===== config.mk =====
export PLATFORM = sky130hd
export DESIGN_NAME = seq_chunk_adder
export DESIGN_NICKNAME = d
export VERILOG_FILES = /design/src/rtl/adder_pkg.sv /design/src/rtl/half_adder.sv /design/src/rtl/ripple_chunk_adder.sv /design/src/rtl/seq_chunk_adder.sv
export SDC_FILE = /design/constraint.sdc
export NUM_CORES = 1
export LEC_CHECK = 0
export CAP_MARGIN = 20
export CELL_PAD_IN_SITES_DETAIL_PLACEMENT = 1
export CELL_PAD_IN_SITES_GLOBAL_PLACEMENT = 1
export CORE_MARGIN = 10
export CORE_UTILIZATION = 43
export CTS_CLUSTER_SIZE = 25
export DETAILED_ROUTE_END_ITERATION = 12
export GPL_ROUTABILITY_DRIVEN = 0
export GPL_TIMING_DRIVEN = 1
export HOLD_SLACK_MARGIN = 0.05
export PLACE_DENSITY = 0.85
export SLEW_MARGIN = 30
export SYNTH_ARGS = -nofsm -noshare
export SYNTH_HDL_FRONTEND = slang
export SYNTH_SLANG_ARGS = --single-unit
export TNS_END_PERCENT = 1

===== constraint.sdc =====
create_clock -name clk -period 3.2 [get_ports clk]
set_input_delay 0.64 -clock clk [delete_from_list [all_inputs] [get_ports clk]]
set_output_delay 0.64 -clock clk [all_outputs]
set_load 0.02 [all_outputs]

===== src/rtl/adder_pkg.sv =====
// rtl/adder_pkg.sv - shared types and sizing helpers for the chunked adder
package adder_pkg;

  typedef enum logic [1:0] {
    IDLE = 2'd0,
    RUN  = 2'd1,
    DONE = 2'd2
  } state_t;

  function automatic int clog2(input int n);
    int r;
    r = 0;
    while ((1 << r) < n) r++;
    return r;
  endfunction

  function automatic int nch(input int width, input int chunk);
    return width / chunk;
  endfunction

  // A single-chunk operation still needs a 1-bit index register.
  function automatic int idx_width(input int n_chunks);
    return (n_chunks > 1) ? clog2(n_chunks) : 1;
  endfunction

endpackage


===== src/rtl/half_adder.sv =====
// rtl/half_adder.sv - one-bit half adder
module half_adder (
  input  logic i_a,
  input  logic i_b,
  output logic o_s,
  output logic o_c
);

  assign o_s = i_a ^ i_b;
  assign o_c = i_a & i_b;

endmodule


===== src/rtl/ripple_chunk_adder.sv =====
// rtl/ripple_chunk_adder.sv - CHUNK-bit ripple adder built from half-adder pairs
module ripple_chunk_adder #(
  parameter int CHUNK = 4
) (
  input  logic [CHUNK-1:0] a,
  input  logic [CHUNK-1:0] b,
  input  logic             cin,
  output logic [CHUNK-1:0] s,
  output logic             cout,
  output logic             c_msb
);

  logic [CHUNK:0]   w_c;
  logic [CHUNK-1:0] w_p;
  logic [CHUNK-1:0] w_g;
  logic [CHUNK-1:0] w_t;

  assign w_c[0] = cin;

  for (genvar i = 0; i < CHUNK; i++) begin : g_bit
    half_adder u_ha_ab (
      .i_a (a[i]),
      .i_b (b[i]),
      .o_s (w_p[i]),
      .o_c (w_g[i])
    );
    half_adder u_ha_c (
      .i_a (w_p[i]),
      .i_b (w_c[i]),
      .o_s (s[i]),
      .o_c (w_t[i])
    );
    assign w_c[i+1] = w_g[i] | w_t[i];
  end

  assign cout  = w_c[CHUNK];
  assign c_msb = w_c[CHUNK-1];

endmodule


===== src/rtl/seq_chunk_adder.sv =====
// rtl/seq_chunk_adder.sv - multi-cycle add/subtract, CHUNK bits per clock
module seq_chunk_adder
  import adder_pkg::*;
#(
  parameter int WIDTH = 16,
  parameter int CHUNK = 4
) (
  input  logic             clk,
  input  logic             rst,
  input  logic             start,
  input  logic             sub,
  input  logic [WIDTH-1:0] A,
  input  logic [WIDTH-1:0] B,
  input  logic             Cin,
  output logic             busy,
  output logic             done,
  output logic [WIDTH-1:0] Sum,
  output logic             Cout,
  output logic             Ovf
);

  localparam int NCH  = nch(WIDTH, CHUNK);
  localparam int IDXW = idx_width(NCH);
  localparam logic [IDXW-1:0] IDX_ONE  = IDXW'(1);
  localparam logic [IDXW-1:0] IDX_LAST = IDXW'(NCH - 1);

  if ((WIDTH % CHUNK) != 0 || WIDTH < 2 || CHUNK < 1) begin : g_bad_params
    $fatal(1, "seq_chunk_adder: CHUNK must divide WIDTH and WIDTH must be >= 2");
  end

  state_t            r_state;
  state_t            w_state_nxt;
  logic              w_accept;
  logic              w_last;

  logic [WIDTH-1:0]  r_a;
  logic [WIDTH-1:0]  r_b;
  logic [WIDTH-1:0]  r_part;
  logic              r_carry;
  logic              r_sub;
  logic [IDXW-1:0]   r_idx;
  logic [WIDTH-1:0]  r_sum;
  logic              r_cout;
  logic              r_ovf;

  int                w_base;
  logic [CHUNK-1:0]  w_a_chunk;
  logic [CHUNK-1:0]  w_b_chunk;
  logic [CHUNK-1:0]  w_s;
  logic              w_cout;
  logic              w_c_msb;
  logic [WIDTH-1:0]  w_part_nxt;

  assign w_last = (r_idx == IDX_LAST);

  always_ff @(posedge clk or posedge rst) begin
    if (rst) r_state <= IDLE;
    else     r_state <= w_state_nxt;
  end

  always_comb begin
    w_state_nxt = r_state;
    w_accept    = 1'b0;
    case (r_state)
      IDLE: if (start) begin
        w_state_nxt = RUN;
        w_accept    = 1'b1;
      end
      RUN: if (w_last) w_state_nxt = DONE;
      DONE: begin
        w_state_nxt = start ? RUN : IDLE;
        w_accept    = start;
      end
      default: w_state_nxt = IDLE;
    endcase
  end

  // Partial result with the current chunk merged in; at the last chunk this is the full Sum.
  always_comb begin
    w_base     = int'(r_idx) * CHUNK;
    w_a_chunk  = r_a[w_base +: CHUNK];
    w_b_chunk  = r_b[w_base +: CHUNK];
    w_part_nxt = r_part;
    w_part_nxt[w_base +: CHUNK] = w_s;
  end

  ripple_chunk_adder #(.CHUNK(CHUNK)) u_ripple (
    .a     (w_a_chunk),
    .b     (w_b_chunk),
    .cin   (r_carry),
    .s     (w_s),
    .cout  (w_cout),
    .c_msb (w_c_msb)
  );

  always_ff @(posedge clk or posedge rst) begin
    if (rst) begin
      r_a     <= '0;
      r_b     <= '0;
      r_part  <= '0;
      r_carry <= 1'b0;
      r_sub   <= 1'b0;
      r_idx   <= '0;
      r_sum   <= '0;
      r_cout  <= 1'b0;
      r_ovf   <= 1'b0;
    end else if (w_accept) begin
      // Subtraction runs as A + ~B + ~Cin through the same adder.
      r_a     <= A;
      r_b     <= sub ? ~B : B;
      r_carry <= Cin ^ sub;
      r_sub   <= sub;
      r_idx   <= '0;
    end else if (r_state == RUN) begin
      r_part  <= w_part_nxt;
      r_carry <= w_cout;
      r_idx   <= w_last ? '0 : r_idx + IDX_ONE;
      if (w_last) begin
        r_sum  <= w_part_nxt;
        r_cout <= w_cout ^ r_sub;
        r_ovf  <= w_c_msb ^ w_cout;
      end
    end
  end

  assign busy = (r_state == RUN);
  assign done = (r_state == DONE);
  assign Sum  = r_sum;
  assign Cout = r_cout;
  assign Ovf  = r_ovf;

endmodule


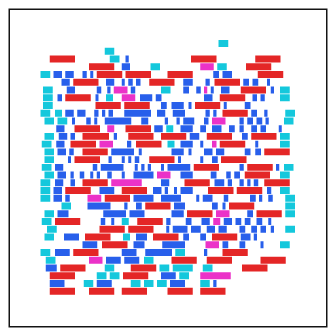
Fig. 1. Placement by cell class (run 1).
| class | colour | cells | share of their area |
|---|---|---|---|
| clock drivers and dummy loads | magenta | 16 | 5.2% |
| remaining buffers and delay cells | cyan | 63 | 15% |
| combinational and other logic | blue | 203 | 38% |
| sequential cells | red | 72 | 42% |

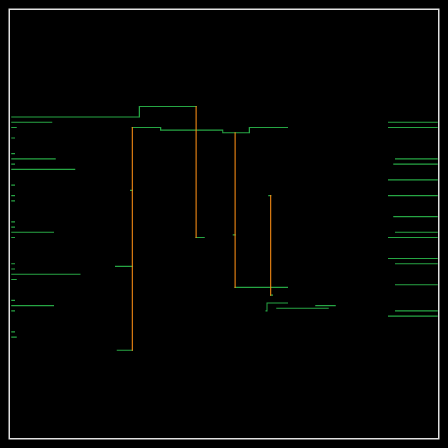
Fig. 2. Routed metal, one colour a layer (run 1).
Two of the layers only.
| layer | colour | wire length |
|---|---|---|
| metal 3 | green | 400 um |
| metal 4 | orange | 158 um |

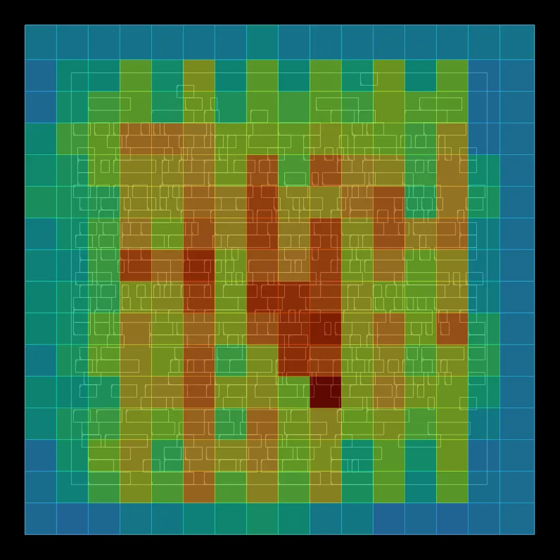
Fig. 3. Routing congestion map (run 1).
final core occ: 53.78%
DR WL/cell: 18.74 um
met1 GRT Util: 16.65%

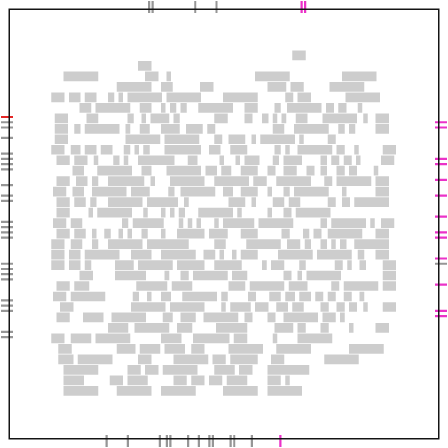
Fig. 4. Pin placement (run 1).
Pins as bars across the die edge, other pins in grey.
| port | colour | pins | direction | edge |
|---|---|---|---|---|
| Sum | magenta | 16 | output | 13 right, 2 top, 1 bottom |
| clk | red | 1 | input | left |
all pins by edge: 24 left, 14 right, 13 bottom, 6 top

-- run 1: power by group through the flow --
stage          Combinational (mW)  Sequential [mW]  Clock [mW]
2_1_floorplan                1.78             1.66           0
3_3_place_gp                 2.59             1.57           0
3_5_place_dp                 2.72             1.61           0
4_1_cts                      2.75             1.59       0.825
5_1_grt                      2.99             1.64       0.868
6_report                     2.74             1.59       0.812
-- run 1: layer usage --
metal	routed length, um	track usage, %	vias up
met5	0	0	-
met4	157	5.998	0
met3	399	3.950	11
met1	3714	16.65	1173
li1	-	-	1124
met2	4331	24.49	53
-- run 1: logic make-up after synthesis --
logic type	after synthesis	share of synthesized area (%)
compound gates	60	10.77
xor+xnor	19	4.667
fa+ha+maj	10	4.351
mux	26	12.42
simple gates	78	11.26
buf+inv	32	6.000
flops	72	50.53
==> flow_metrics.py, run 1 <==
# Synthesis and PnR figures
metrics = {
    "critical_path": {
        "critical-path-top-delay-family": "adder cells",
        "rrSetupSlack_ps": 220,
        "cp-endpoint": "Sum[3]",
        "critical_path_cell_count": 9,
        "critical_path_class": "flip-flop to flip-flop",
        "setup.worst_path.start": "r_idx[1]",
        "r2r_end": "Sum[3]",
    },
    "timing": {
        "slew_violations": 0,
        "clock.fmax_mhz": 336.1,
        "setup_viol": 0,
        "finClkSkew_ps": 12.15,
    },
    "routing": {
        "vias": 2361,
        "firstDrtPassIters": 4,
    },
    "synth": {
        "yosysTopAreaCellShare_pct": 50.53,
        "ys.flop_type": "dfrtp_1",
        "async_flop_share_pct": 100.0,
        "edf_count": 0,
        "ys_types": 30,
        "yosysWarnings": 0,
        "ys_ff": 72,
        "top_cell": "dfrtp_1",
    },
    "placed_design": {
        "hpwl_um": 6381,
        "port_buffers": 56,
        "placed_area_um2": 4149,
        "dpl_worst_slack_ps": 109.2,
    },
    "cells_and_area": {
        "fin_nets": 396,
        "n_all_inverters": 10,
        "nNonClkBuffers": 63,
        "sh_comb_area_pct": 35.55,
        "n_fill_cell": 857,
        "comb_cells": 193,
    },
    "die": {
        "die_y_um": 111.1,
        "num_io_pins": 57,
        "row_count": 33,
    },
    "cts": {
        "post_cts_resize_count": 0,
        "clockRootBuffer": "clkbuf_8",
        "postCtsSetupBuffers": 0,
    },
    "global_route": {
        "grtUsageTotal_pct": 14.39,
        "grt_pass1_vias": 2793,
    },
    "pwr": {
        "leakage_nw": 1.885,
        "p_switching_mw": 2.072,
    },
    "outcome": {
        "outcome": "finished clean",
    },
}
--- run 2 (diff from run 1) ---
Settings changed: GPL_ROUTABILITY_DRIVEN 0 to unset, TNS_END_PERCENT 1 to unset.
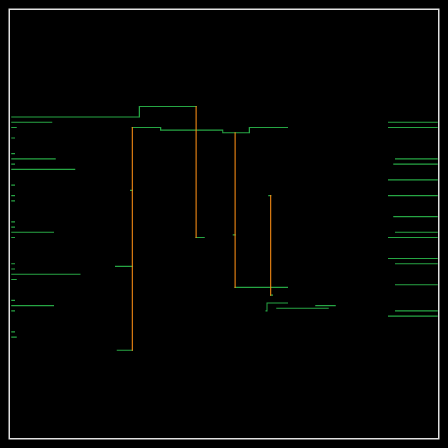
Fig. 5. Routed metal, one colour a layer (run 2).
Two of the layers only.
| layer | colour | wire length |
|---|---|---|
| metal 3 | green | 400 um |
| metal 4 | orange | 158 um |

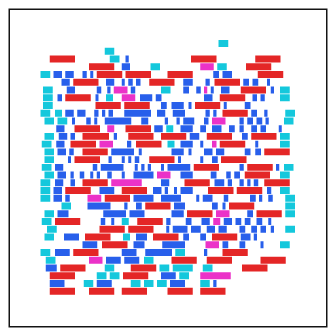
Fig. 6. Placement by cell class (run 2).
| class | colour | cells | share of their area |
|---|---|---|---|
| clock drivers and dummy loads | magenta | 16 | 5.2% |
| sequential cells | red | 72 | 42% |
| remaining buffers and delay cells | cyan | 63 | 15% |
| combinational and other logic | blue | 203 | 38% |

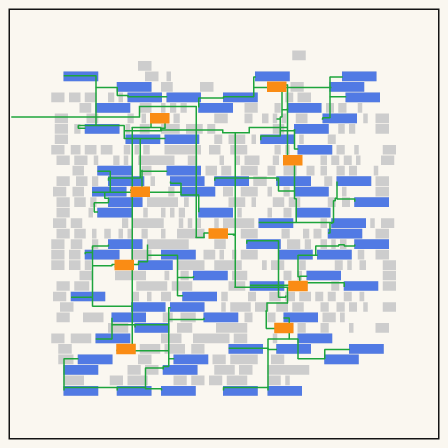
Fig. 7. Clock distribution (run 2).
[clock wires] green | length: 1,000 um
[flip-flops] blue | count: 72
[clock drivers] orange | count: 9
routed clock nets: 10

==> flow_metrics.py, run 2 <==
# Synthesis and PnR figures
metrics = {
    "critical_path": {
        "r2r_end": "Sum[3]",
        "critical_path_cell_count": 9,
        "cp-endpoint": "Sum[3]",
        "critical_path_class": "flip-flop to flip-flop",
        "rrSetupSlack_ps": 220,
    },
    "synth": {
        "yosysTopAreaCellShare_pct": 50.53,
        "ys_ff": 72,
        "ys_types": 30,
        "ys.flop_type": "dfrtp_1",
        "top_cell": "dfrtp_1",
    },
    "die": {
        "num_io_pins": 57,
        "row_count": 33,
        "die_y_um": 111.1,
    },
    "pwr": {
        "p_switching_mw": 2.072,
        "seq_power_mw": 1.59,
        "p_clk_mw": 0.812,
        "pg_comb_mw": 2.74,
        "leakage_nw": 1.885,
    },
    "placed_design": {
        "hpwl_um": 6381,
        "port_buffers": 56,
        "dpl_worst_slack_ps": 109.2,
    },
    "cts": {
        "postCtsSetupBuffers": 0,
        "post_cts_resize_count": 0,
        "clockRootBuffer": "clkbuf_8",
    },
    "routing": {
        "wl_per_cell_um": 18.74,
        "route.met2.wl_um": 4331,
        "route.met3.wl_um": 399,
        "highest_layer": "met4",
        "met1_length_um": 3714,
    },
    "cells_and_area": {
        "fin_nets": 396,
        "comb_cells": 193,
        "sh_comb_area_pct": 35.55,
        "nNonClkBuffers": 63,
        "n_all_inverters": 10,
    },
    "outcome": {
        "outcome": "finished clean",
    },
    "timing": {
        "finClkSkew_ps": 12.15,
        "setup_viol": 0,
        "slew_violations": 0,
    },
    "global_route": {
        "use_met3_pct": 3.950,
    },
}
## run 2: cell counts in the layout (fill, tap and decap cells not counted)
No cell type changed its count.
## run 2: cell families after synthesis
logic type / synth area share, %
AND-OR/OR-AND: 10.77
buffers and inverters: 6.000
flip-flops: 50.53
multiplexers: 12.42
XOR/XNOR: 4.667
AND/OR/NAND/NOR: 11.26
adder cells (fa/ha/maj): 4.351
## run 2: per-stage QoR
step | std cells | total power, mW | instance area, um2 | util, %
6_report | 459 | 5.142 | 4374 | 53.78
5_1_grt | 459 | 5.497 | 4374 | 53.78
4_1_cts | 459 | 5.163 | 4370 | 53.73
3_5_place_dp | 443 | 4.333 | 4149 | 51.01
3_3_place_gp | 443 | 4.160 | 4149 | 51.01
2_1_floorplan | 297 | 3.437 | 3566 | -
--- run 3 (diff from run 2) ---
Settings changed: CORE_UTILIZATION 43 to 46, PLACE_DENSITY 0.85 to 0.9.
Clock period 3.2 ns to 3.53 ns, I/O delays scaled along.
==> flow_metrics.py, run 3 <==
# Synthesis and PnR figures
metrics = {
    "synth": {
        "ys.flop_type": "dfrtp_1",
        "edf_count": 0,
        "fa_ha_area_share_pct": 4.351,
        "ys_sh_mux_pct": 12.42,
        "ys_types": 30,
        "top_cell": "dfrtp_1",
        "synthAoiAreaFrac_pct": 10.77,
        "async_flop_share_pct": 100.0,
        "synthTopLogicFamily": "multiplexers",
        "yosysWarnings": 0,
        "simple_gate_area_share_pct": 11.26,
        "synthXorXnorAreaFrac_pct": 4.667,
        "yosysTopAreaCellShare_pct": 50.53,
        "ys_ff": 72,
    },
    "die": {
        "row_count": 32,
        "die_y_um": 108.0,
        "num_io_pins": 57,
    },
    "timing": {
        "clock.fmax_mhz": 327.9,
        "slew_violations": 0,
        "setup_viol": 0,
    },
    "pwr": {
        "leakage_nw": 1.857,
        "p_switching_mw": 1.922,
        "p_total_mw": 4.525,
        "worst_ir_drop_vdd_mv": 0.5275,
    },
    "routing": {
        "firstDrtPassIters": 4,
        "highest_layer": "met4",
        "route.met2.wl_um": 4504,
        "route.met3.wl_um": 374,
        "wl_per_cell_um": 19.01,
        "met1_length_um": 3647,
        "vias": 2412,
        "drc": 0,
    },
    "cells_and_area": {
        "stdcell_count": 455,
        "n_all_inverters": 10,
        "comb_cells": 193,
        "nNonClkBuffers": 62,
        "n_fill_cell": 807,
    },
    "outcome": {
        "outcome": "finished clean",
    },
    "placed_design": {
        "hpwl_um": 6571,
        "dp.cells": 439,
        "port_buffers": 56,
    },
    "critical_path": {
        "r2r_end": "Sum[7]",
        "setup.worst_path.start": "r_idx[0]",
        "critical_path_class": "flip-flop to flip-flop",
        "cp-endpoint": "Sum[7]",
        "rrSetupSlack_ps": 480,
    },
    "global_route": {
        "use_met3_pct": 4.462,
        "grt_pass1_vias": 2743,
    },
    "cts": {
        "postCtsSetupBuffers": 0,
        "clockRootBuffer": "clkbuf_8",
    },
}
[run 3: per-stage QoR]
step	setup slack (ps)	utilization, %	cell area, um2
after floorplan	592.2	-	3566
after global placement	704.0	54.11	4138
after detailed placement	520.5	54.11	4138
after CTS	498.4	56.27	4303
after global routing	305.7	56.27	4303
final	480.2	56.27	4303
[run 3: critical path: cells and delay by family, from the launching register on]
kind            cells  cell delay [ps]
compound gates      2              320
fa+ha+maj           4             1570
buf+inv             3              380
flops               1              400
mux                 1              270
[run 3: power groups by stage]
stage	sequential (mW)	clock (mW)	combinational, mW
finish	1.44	0.565	2.52
global placement	1.42	0	2.39
CTS	1.45	0.578	2.55
floorplan	1.50	0	1.61
detailed placement	1.47	0	2.52
global route	1.49	0.613	2.73
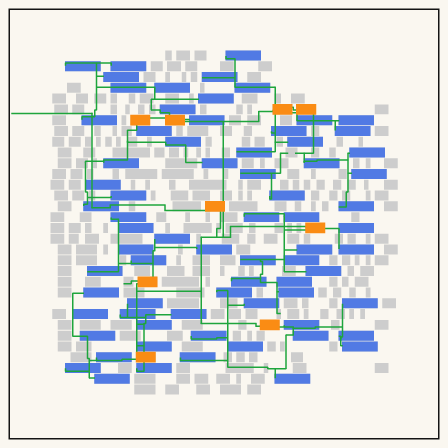
Fig. 8. Clock distribution (run 3).
[flip-flops] blue | count: 72
[clock drivers] orange | count: 9
[clock wires] green | length: 921 um
routed clock nets: 10

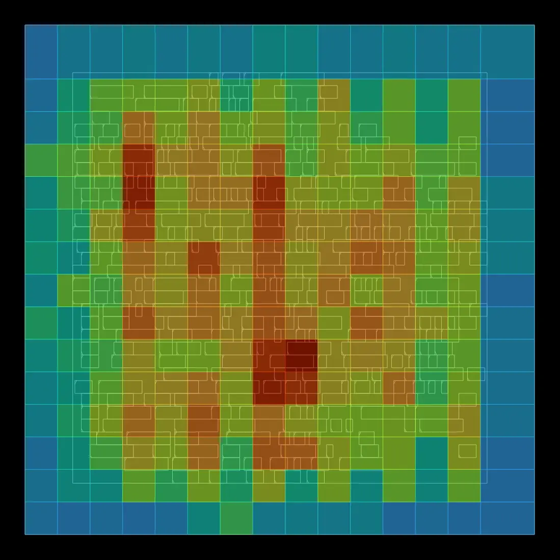
Fig. 9. Routing congestion map (run 3).
gr usage total: 15.71%
busiest grt layer: met2
met2 Use GR: 26.81%
met1 GRT Util: 18.74%
final core occ: 56.27%

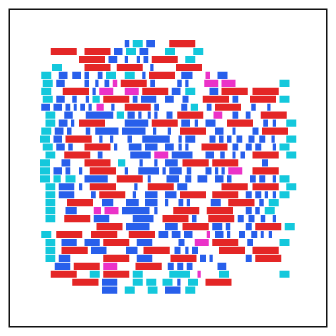
Fig. 10. Placement by cell class (run 3).
| class | colour | cells | share of their area |
|---|---|---|---|
| sequential cells | red | 72 | 43% |
| remaining buffers and delay cells | cyan | 62 | 15% |
| combinational and other logic | blue | 203 | 38% |
| clock drivers and dummy loads | magenta | 16 | 4.0% |

No activity file was given, so power comes from the tool's default toggle rates.
